`config.mk`:
```
export PLATFORM = sky130hd
export DESIGN_NAME = zcursor_overlay
export DESIGN_NICKNAME = d
export VERILOG_FILES = /design/src/rtl/zcursor_overlay.sv
export SDC_FILE = /design/constraint.sdc
export NUM_CORES = 1
export LEC_CHECK = 0
export CAP_MARGIN = 25
export CELL_PAD_IN_SITES_DETAIL_PLACEMENT = 0
export CELL_PAD_IN_SITES_GLOBAL_PLACEMENT = 1
export CORE_MARGIN = 2
export CORE_UTILIZATION = 44
export CTS_BUF_LIST = sky130_fd_sc_hd__clkbuf_8
export CTS_CLUSTER_DIAMETER = 100
export CTS_CLUSTER_SIZE = 20
export DETAILED_ROUTE_END_ITERATION = 10
export HOLD_SLACK_MARGIN = 0.05
export PLACE_DENSITY = 0.94
export RECOVER_POWER = 100
export SETUP_SLACK_MARGIN = 0.05
export SYNTH_ARGS = -nofsm -noshare
export SYNTH_HDL_FRONTEND = slang
export SYNTH_SLANG_ARGS = --single-unit
export TNS_END_PERCENT = 1
```
`constraint.sdc`:
```
create_clock -name clk -period 3.1 [get_ports clk]
set_input_delay 0.62 -clock clk [delete_from_list [all_inputs] [get_ports clk]]
set_output_delay 0.62 -clock clk [all_outputs]
set_load 0.01 [all_outputs]
```
`src/rtl/zcursor_overlay.sv`:
```
// zcursor_overlay: draws a highlight frame around the selected menu item and a
// filled marker on the active SIN period item, in a 2-stage pixel pipeline.
// Optional feature macro: ZCURSOR_OVERLAY_BLINK_EN (blinks the frame every
// BLINK_FRAMES frames; the marker never blinks).
module zcursor_overlay #(
    parameter int          MAX_CURSOR_INDEX = 10,
    parameter int          ITEM_X0          = 16,
    parameter int          ITEM_Y0          = 16,
    parameter int          ITEM_W           = 96,
    parameter int          ITEM_H           = 18,
    parameter int          ITEM_PITCH       = 22,
    parameter int          BORDER           = 2,
    parameter int          MARKER_W         = 8,
    parameter int          PERIOD_ITEM_BASE = 1,
    parameter logic [15:0] HIGHLIGHT_COLOR  = 16'hF800,
    parameter logic [15:0] MARKER_COLOR     = 16'h07E0
`ifdef ZCURSOR_OVERLAY_BLINK_EN
    ,
    parameter int          BLINK_FRAMES     = 30
`endif
) (
    input  logic        clk,
    input  logic        rst_n,
    input  logic        en,
    input  logic [3:0]  iCursor_Index,
    input  logic [2:0]  iActive_Periods_Num,
    input  logic        iVSync,
    input  logic        iDE,
    input  logic [10:0] iPixel_X,
    input  logic [10:0] iPixel_Y,
    input  logic [15:0] iRGB565,
    output logic        oDE,
    output logic [15:0] oRGB565
);

    // Geometry constants, widened to 12 bits so box bottoms never wrap.
    localparam logic [11:0] X_LO    = 12'(ITEM_X0);
    localparam logic [11:0] X_HI    = 12'(ITEM_X0 + ITEM_W - 1);
    localparam logic [11:0] XB_LO   = 12'(ITEM_X0 + BORDER);
    localparam logic [11:0] XB_HI   = 12'(ITEM_X0 + ITEM_W - 1 - BORDER);
    localparam logic [11:0] MX_LO   = 12'(ITEM_X0 + BORDER + 2);
    localparam logic [11:0] MX_HI   = 12'(ITEM_X0 + BORDER + 2 + MARKER_W - 1);
    localparam logic [11:0] H_M1    = 12'(ITEM_H - 1);
    localparam logic [11:0] BRD     = 12'(BORDER);
    localparam logic [11:0] M_OFF   = 12'(BORDER + 2);
    localparam logic [11:0] MW_M1   = 12'(MARKER_W - 1);
    localparam logic [3:0]  MAX_IDX = 4'(MAX_CURSOR_INDEX);

    logic        armed_reg;     // a frame has been latched since reset / enable
    logic [3:0]  cur_idx_reg;
    logic [10:0] cy0_reg;
    logic [10:0] my0_reg;
    logic        blink_vis;

    logic        de1_reg;
    logic [15:0] rgb1_reg;
    logic        border1_reg;
    logic        marker1_reg;

    logic [11:0] x12, y12, cy12, my12;
    logic        in_box, on_border, in_marker, active;

    // Per-frame latch of cursor and marker geometry, taken only on iVSync.
    always_ff @(posedge clk or negedge rst_n) begin
        if (!rst_n) begin
            armed_reg   <= 1'b0;
            cur_idx_reg <= '0;
            cy0_reg     <= '0;
            my0_reg     <= '0;
        end else if (!en) begin
            armed_reg   <= 1'b0;
            cur_idx_reg <= '0;
            cy0_reg     <= '0;
            my0_reg     <= '0;
        end else if (iVSync) begin
            armed_reg   <= 1'b1;
            cur_idx_reg <= iCursor_Index;
            cy0_reg     <= 11'(ITEM_Y0) + 11'(iCursor_Index) * 11'(ITEM_PITCH);
            my0_reg     <= 11'(ITEM_Y0)
                         + 11'(4'(PERIOD_ITEM_BASE) + {1'b0, iActive_Periods_Num})
                         * 11'(ITEM_PITCH);
        end
    end

`ifdef ZCURSOR_OVERLAY_BLINK_EN
    localparam int CW = $clog2(BLINK_FRAMES);
    logic [CW-1:0] blink_cnt_reg;
    logic          blink_vis_reg;

    // Frame counter: restarts visible on a new cursor, toggles phase on wrap.
    always_ff @(posedge clk or negedge rst_n) begin
        if (!rst_n) begin
            blink_cnt_reg <= '0;
            blink_vis_reg <= 1'b1;
        end else if (!en) begin
            blink_cnt_reg <= '0;
            blink_vis_reg <= 1'b1;
        end else if (iVSync) begin
            if (!armed_reg || (iCursor_Index != cur_idx_reg)) begin
                blink_cnt_reg <= '0;
                blink_vis_reg <= 1'b1;
            end else if (blink_cnt_reg == CW'(BLINK_FRAMES - 1)) begin
                blink_cnt_reg <= '0;
                blink_vis_reg <= ~blink_vis_reg;
            end else begin
                blink_cnt_reg <= blink_cnt_reg + 1'b1;
            end
        end
    end
    assign blink_vis = blink_vis_reg;
`else
    assign blink_vis = 1'b1;
`endif

    // Box / border / marker hit tests against the latched geometry.
    always_comb begin
        x12       = {1'b0, iPixel_X};
        y12       = {1'b0, iPixel_Y};
        cy12      = {1'b0, cy0_reg};
        my12      = {1'b0, my0_reg};
        active    = en && armed_reg;
        in_box    = (x12 >= X_LO) && (x12 <= X_HI) &&
                    (y12 >= cy12) && (y12 <= cy12 + H_M1);
        on_border = in_box && ((x12 < XB_LO) || (x12 > XB_HI) ||
                               (y12 < cy12 + BRD) || (y12 > cy12 + H_M1 - BRD));
        in_marker = (x12 >= MX_LO) && (x12 <= MX_HI) &&
                    (y12 >= my12 + M_OFF) && (y12 <= my12 + M_OFF + MW_M1);
    end

    // Stage 1: register pixel and hit conditions.
    always_ff @(posedge clk or negedge rst_n) begin
        if (!rst_n) begin
            de1_reg     <= 1'b0;
            rgb1_reg    <= '0;
            border1_reg <= 1'b0;
            marker1_reg <= 1'b0;
        end else begin
            de1_reg     <= iDE;
            rgb1_reg    <= iRGB565;
            border1_reg <= active && on_border;
            marker1_reg <= active && in_marker;
        end
    end

    // Stage 2: priority mux frame > marker > upstream; blank when not valid.
    always_ff @(posedge clk or negedge rst_n) begin
        if (!rst_n) begin
            oDE     <= 1'b0;
            oRGB565 <= '0;
        end else begin
            oDE <= de1_reg;
            if (!de1_reg)
                oRGB565 <= '0;
            else if (border1_reg && (cur_idx_reg <= MAX_IDX) && blink_vis)
                oRGB565 <= HIGHLIGHT_COLOR;
            else if (marker1_reg)
                oRGB565 <= MARKER_COLOR;
            else
                oRGB565 <= rgb1_reg;
        end
    end

endmodule

```
**Run 1: gate-type map**

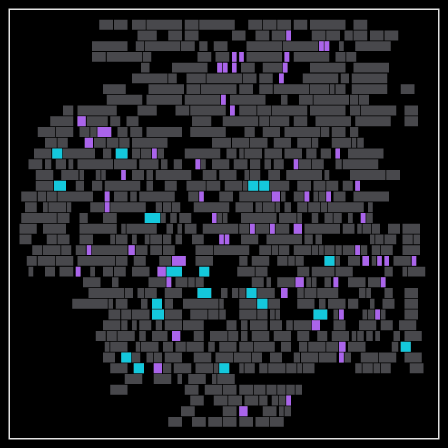
Key: NOR gates = purple [cells 59]; AND-OR and OR-AND gates = cyan [cells 19]
fraction of standard cell area in multi-input logic: 53.8%
final cell count without fillers: 749
highest-count logic cell in the final layout: ha_1

**Run 1: I/O pins on the die edge**

Bar = 20 um. Pins as bars across the die edge, other pins in gray.
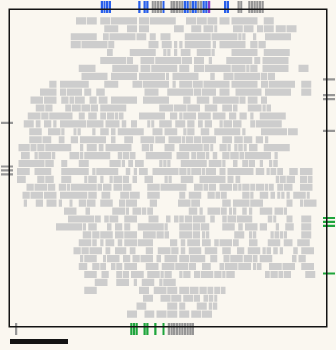
Key: iPixel_Y = green [pins 11, direction input, edge 7 bottom, 4 right]; iRGB565 = blue [pins 16, direction input, edge top]; iDE = purple [pins 1, direction input, edge top]
All pins by edge: 37 top, 18 bottom, 8 right, 4 left.
floorplan die height: 108 um
width of the chip: 108 um

==> notes.md, run 1 <==
Flow results.

- The layout has 31 inverters outside the clock class.
- From the final report, the count of setup violators was given as 0.
- The wire length recorded after detailed routing is approximately 11 mm.
- For reference, the critical path is launched at iActive_Periods_Num[0].
- The min-delay analysis places its worst path in the category register to register.
- The number of maximum-capacitance constraint violations is 0.
- Per the synthesis report, the AND-OR/OR-AND share of the synthesized area is 14.3%.
- The logic depth of the worst path, buffers included is 14.
- The end of the worst register-to-register path is marker1_reg.
- For the worst reg-to-reg path, the startpoint reported by OpenROAD is my0_reg[2].
- The worst reg-to-reg path cell count is 10.
- The most critical hold endpoint after final layout shows a slack of 0.453 ns.
- The critical path goes through dlygate4sd2_1 -> buf_6 -> ha_4 -> xor2_2 -> xnor2_1 -> ha_1 -> inv_2 -> fa_2 -> inv_1 -> a21o_1 -> a21oi_2 -> mux2_4 -> a41oi_2 -> a31oi_1.
- The layout cell share with drive strength beyond 1 is 14.9%.
- The flow ran to the end, and the final reports show no timing, DRC or antenna violations.
- 67 I/O pins were placed.
- At the end of routability-driven placement, the weighted congestion stood at 0.906.
- The final timing report derives a shortest allowable period of 2.99 ns.
- In the Yosys report, the sequential cells make up 30.2% of the chip area.
- The count of different cell masters after synthesis is 63.
- Looking at the gate-level netlist, the highest instance count belongs to ha_1.
- In this run the worst path has a maximum fanout of 4.
- The flip-flop and latch count after synthesis is 58.
- After floorplanning, the core was sized to cover 10700 um^2.
- The first-pass GRT wire length is 18.9 mm.
- The area recorded from the Yosys report for this design is 4800 um^2.
- The number of antenna violations at the first check in global routing is 0.
- After layout, the worst path uses between 90% and 100% of the clock period.
- During synthesis, Yosys emitted a total of 0 warnings.
- The report lists the power per cell area as between 400 and 500 nW/um^2.
- Setup repair after global routing could not meet its margin everywhere.
- The clock tree root driver cell is clkbuf_8.
- The detailed placer reported the number of placed instances as 731.
- The final timing report gives a worst setup slack of 0.107 ns.
- Non-clock buffering takes up 14.9% of total cell area after layout.
- The number of buffer and inverter stages on the critical path is 4.
- The final route contains 4005 vias.
- The share of final layout cell area taken by clock buffers and inverters is 3.07%.
- The average instance area after synthesis is ~9.5 um^2.
- According to the timing report, the critical path is captured at my0_reg[8].
- The delay of the slowest cell on the worst path is 0.35 ns.
- The core utilization before placement is 44.7%.
- The nature of the critical path endpoint is a register.
- The gate count of the mapped netlist is 504.
- Per the run report, area growth between synthesis and finish was 29.0%.
- The total overflow reported by the global router is 0.
- Per the repair_timing log after CTS, setup buffers inserted total 1.
- The final layout report lists a filler cell count of about 950.
- The worst endpoint required time is around 3.3 ns.
- Tap insertion was completed with 140 tapcells.
- The die covers 11800 um^2.
- The most used flip-flop cell after synthesis is dfrtp_1.
- The layout report lists the multi-input gate area as 3330 um^2.
- The DRC marker count from the first detailed-route iteration is 143.
- The H-tree depth is 3.
- After clock tree synthesis, the clock-pin slew on the worst setup and hold paths is 0.07 ns.
- The number of cells in Yosys stat is 504.
- The kind of launch point of the worst setup path is an input pin.
- Ranked by total cell area, the synthesized netlist is headed by dfrtp_1 (30%), ha_1 (24%), xnor2_1 (5.8%).
- In this run the static leakage power is 2.81 nW.
- For reference, the mux area share after synthesis is 2.74%.
- For reference, the placement row count at floorplan is 38.
- The top cell types in the final layout, fill and taps aside, are ha_1 (85), dfrtp_1 (56), nor2_1 (43).
- The HPWL after detailed placement is 9.09 mm.
- The hold violation count in the final report is 0.
- In this run, the synthesized area fraction spent on xor and xnor cells is recorded as 8.55%.
- The first TritonRoute pass finished after 4 iterations.
- The number of sequential cells in the layout is 58.
- In the final design, more cell area goes to combinational gates than to any other class.
- The routed layout reports a DRC error count of 0.
- The number of nets with antenna violations after detailed routing is 0.
- The global-route usage over all layers is 20.1%.
- The number of gates given a new drive strength after cts is 14.
- The register share of the cell area is about a quarter.
- The via count of the first global-routing pass is 4158.
**Run 1: clock routing**

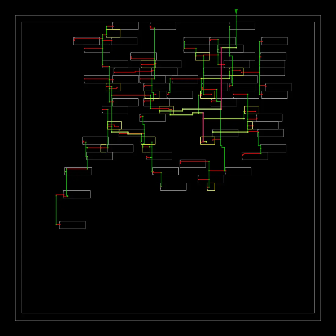
Layout clock buffers: 12
Fin Clk Skew: 0.00480 ns

run 1: stage by stage:
step / utilization (%) / cell area [um^2] / setup TNS, ns
finish: 57.6 / 6190 / 0
global route: 57.6 / 6190 / 0
CTS: 56.6 / 6080 / 0
detailed placement: 54.2 / 5820 / -2.47
global placement: 54.2 / 5820 / -1.72
floorplan: - / 4800 / 0
run 1: per-layer routing:
layer	wire, um	GRT usage, %	part of all wire (%)
met3	246	3.19	2.2
met2	5960	36.4	53
met1	4870	24.6	43
met5	0	0	0
met4	232	5.86	2.1
run 1: report_power, final:
group	internal, mW	switching [mW]	total [mW]
clock	0.352	0.290	0.642
combinational	0.479	0.490	0.969
sequential	0.809	0.0614	0.871
--- run 2 (diff from run 1) ---
--- a/config.mk
+++ b/config.mk
@@ -8,14 +8,14 @@
 export CAP_MARGIN = 25
 export CELL_PAD_IN_SITES_DETAIL_PLACEMENT = 0
 export CELL_PAD_IN_SITES_GLOBAL_PLACEMENT = 1
-export CORE_MARGIN = 2
-export CORE_UTILIZATION = 44
+export CORE_UTILIZATION = 30
 export CTS_BUF_LIST = sky130_fd_sc_hd__clkbuf_8
 export CTS_CLUSTER_DIAMETER = 100
 export CTS_CLUSTER_SIZE = 20
 export DETAILED_ROUTE_END_ITERATION = 10
 export HOLD_SLACK_MARGIN = 0.05
-export PLACE_DENSITY = 0.94
+export MAX_ROUTING_LAYER = met4
+export PLACE_DENSITY = 0.71
 export RECOVER_POWER = 100
 export SETUP_SLACK_MARGIN = 0.05
 export SYNTH_ARGS = -nofsm -noshare
**Run 2: clock routing**

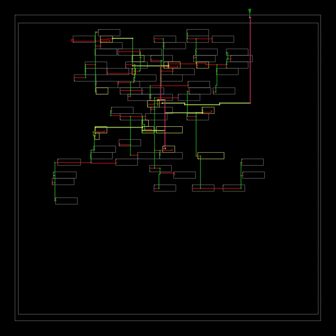
sequential cell count: 58
Layout clock buffers: 10
Fin Clk Skew: 0.00493 ns
clock latency of the later-clocked register in the worst-skew pair: 0.33 ns

==> notes.md, run 2 <==
Flow results.

- Outcome: finished with violations (was completed).
- The checks that failed: max-capacitance violations, max-slew violations.
- The H-tree depth is 3 (unchanged).
- The kind of launch point of the worst setup path is a register (was input pin).
- The worst endpoint required time is 3.31 ns (was 3.29 ns).
- The post-detailed-route DRC marker count was 0 (unchanged).
- The final non-filler cell area came to 6310 um^2 (was 6190 um^2).
- The share of final layout cell area taken by clock buffers and inverters is 3.47% (was 3.07%).
- The nature of the critical path endpoint is a register (unchanged).
- The gate count of the mapped netlist is 504 (unchanged).
- The highest clock rate is 0.336 GHz (was 0.334 GHz).
- The final hold slack was 0.448 ns (was 0.453 ns).
- The end of the worst register-to-register path is marker1_reg (unchanged).
- The sum of negative setup slack is 0 ns (unchanged).
- The worst reg-to-reg path cell count is 10 (unchanged).
- The sequential share of the synthesized area is 30.2% (unchanged).
- The estimated wirelength of the detail-placed design is 9.69 mm (was 9.09 mm).
- The core footprint is 15400 um^2 (was 10700 um^2).
- The launching point of the worst reg2reg path is my0_reg[2] (unchanged).
- The core utilization before placement is 31.1% (was 44.7%).
- The multi-input logic portion of the cell area came to 51.9% (was 53.8%).
- The logic area was 3270 um^2 (was 3330 um^2).
- Crit path cell chain: ha_2 -> buf_4 -> o21ai_0 -> a32o_2 -> nand2_2 -> o41a_1 -> ha_4 -> nand3_1 -> or4_1 -> a221oi_2 (was dlygate4sd2_1 -> buf_6 -> ha_4 -> xor2_2 -> xnor2_1 -> ha_1 -> inv_2 -> fa_2 -> inv_1 -> a21o_1 -> a21oi_2 -> mux2_4 -> a41oi_2 -> a31oi_1).
- The switching portion of total power is 31.9% (was 33.9%).
- The power density over the cells is 407 nW/um^2 (was 401 nW/um^2).
- The first-pass iteration count of the detailed router is 4 (unchanged).
- The final weighted congestion in routability-driven placement is 0.824 (was 0.906).
- The number of ordinary inverters in the final layout is 31 (unchanged).
- The number of fillers in the final layout is 1556 (was 953).
- The clock share of power was 29.5% (was 25.9%).
- The yosys synthesis chip area is 4800 um^2 (unchanged).
- The combinational logic power is 942 uW (was 969 uW).
- The tapcell count is 211 (was 140).
- The combinational share of power is 36.6% (was 39.0%).
- The critical path capture point is marker1_reg (was my0_reg[8]).
- The final critical-path setup slack came to 0.123 ns (was 0.107 ns).
- The wire length after detailed routing is 11.7 mm (was 11.3 mm).
- Unrepaired setup endpoints after global routing: yes (unchanged).
- The via count of the first global-routing pass is 4274 (was 4158).
- The sequential power is 871 uW (about the same).
- The post-CTS setup buffer count is 0 (was 1).
- The final core utilization was 40.9% (was 57.6%).
- Top Layout Cells: ha_1 (84), dfrtp_1 (55), nor2_1 (45) (was ha_1 (85), dfrtp_1 (56), nor2_1 (43)).
- The register share of total power was 33.9% (was 35.1%).
- The most frequent cell after synthesis is ha_1 (unchanged).
- The total of endpoints with negative setup slack in the final report is 0 (unchanged).
- The static power due to leakage is 2.85 nW (was 2.81 nW).
- The internal power summed over all cells was 1.75 mW (was 1.64 mW).
- The maximum net fanout on the critical path came to 5 (was 4).
- The delay of the slowest cell on the worst path is 0.50 ns (was 0.35 ns).
- The number of maximum-capacitance constraint violations is 1 (was 0).
- The I/O pin count is 67 (unchanged).
- The net switching power came to 820 uW (was 841 uW).
- The most frequently placed logic cell in the final layout is ha_1 (unchanged).
- The DRC marker count from the first detailed-route iteration came to 147 (was 143).
- The number of gates given a new drive strength after cts is 15 (was 14).
- The placed instance count was 810 (was 731).
- The dominant register cell in the synthesized netlist is dfrtp_1 (unchanged).
- The logic depth of the worst path, buffers included is 10 (was 14).
- The average instance area after synthesis is 9.52 um^2 (unchanged).
- The final standard cell count with taps included and fillers excluded is 827 (was 749).
- The cell row count came to 45 (was 38).
- The number of nets with antenna violations after detailed routing came to 0 (unchanged).
- The final-report max-slew violation count came to 31 (was 0).
- The area share of buffers outside the clock network is 15.6% (was 14.9%).
- The overall die height is 128 um (was 108 um).
- The number of cells in Yosys stat came to 504 (unchanged).
- The area added between synthesis and finish came to 31.5% (was 29.0%).
**Run 2: I/O pins on the die edge**

Bar = 50 um. Pins as bars across the die edge, other pins in gray.
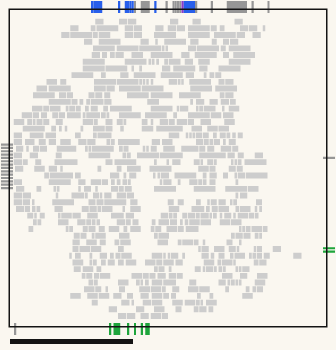
Key: iDE = purple [pins 1, direction input, edge top]; iPixel_Y = green [pins 11, direction input, edge 9 bottom, 2 right]; iRGB565 = blue [pins 16, direction input, edge top]
All pins by edge: 40 top, 14 left, 10 bottom, 3 right.

==> run 2: cell counts after synthesis <==
Identical to the previous run, type by type.
==> run 2: cells by family after synthesis <==
family                   Yosys count  synth area share, %
multiplexers                      13                 2.74
adder cells (fa/ha/maj)           94                 24.8
AND/OR/NAND/NOR                  148                 15.4
AND-OR/OR-AND                     99                 14.3
XOR/XNOR                          46                 8.55
flip-flops                        58                 30.2
buffers and inverters             46                 3.96
==> run 2: per-layer routing <==
layer | wire length, um | share of wire [%] | GRT usage (%)
met3 | 299 | 2.5 | 2.70
met2 | 6360 | 54 | 29.2
met5 | 0 | 0 | -
met1 | 4940 | 42 | 17.7
met4 | 142 | 1.2 | 3.39
Power is estimated from default activity; no workload was simulated.
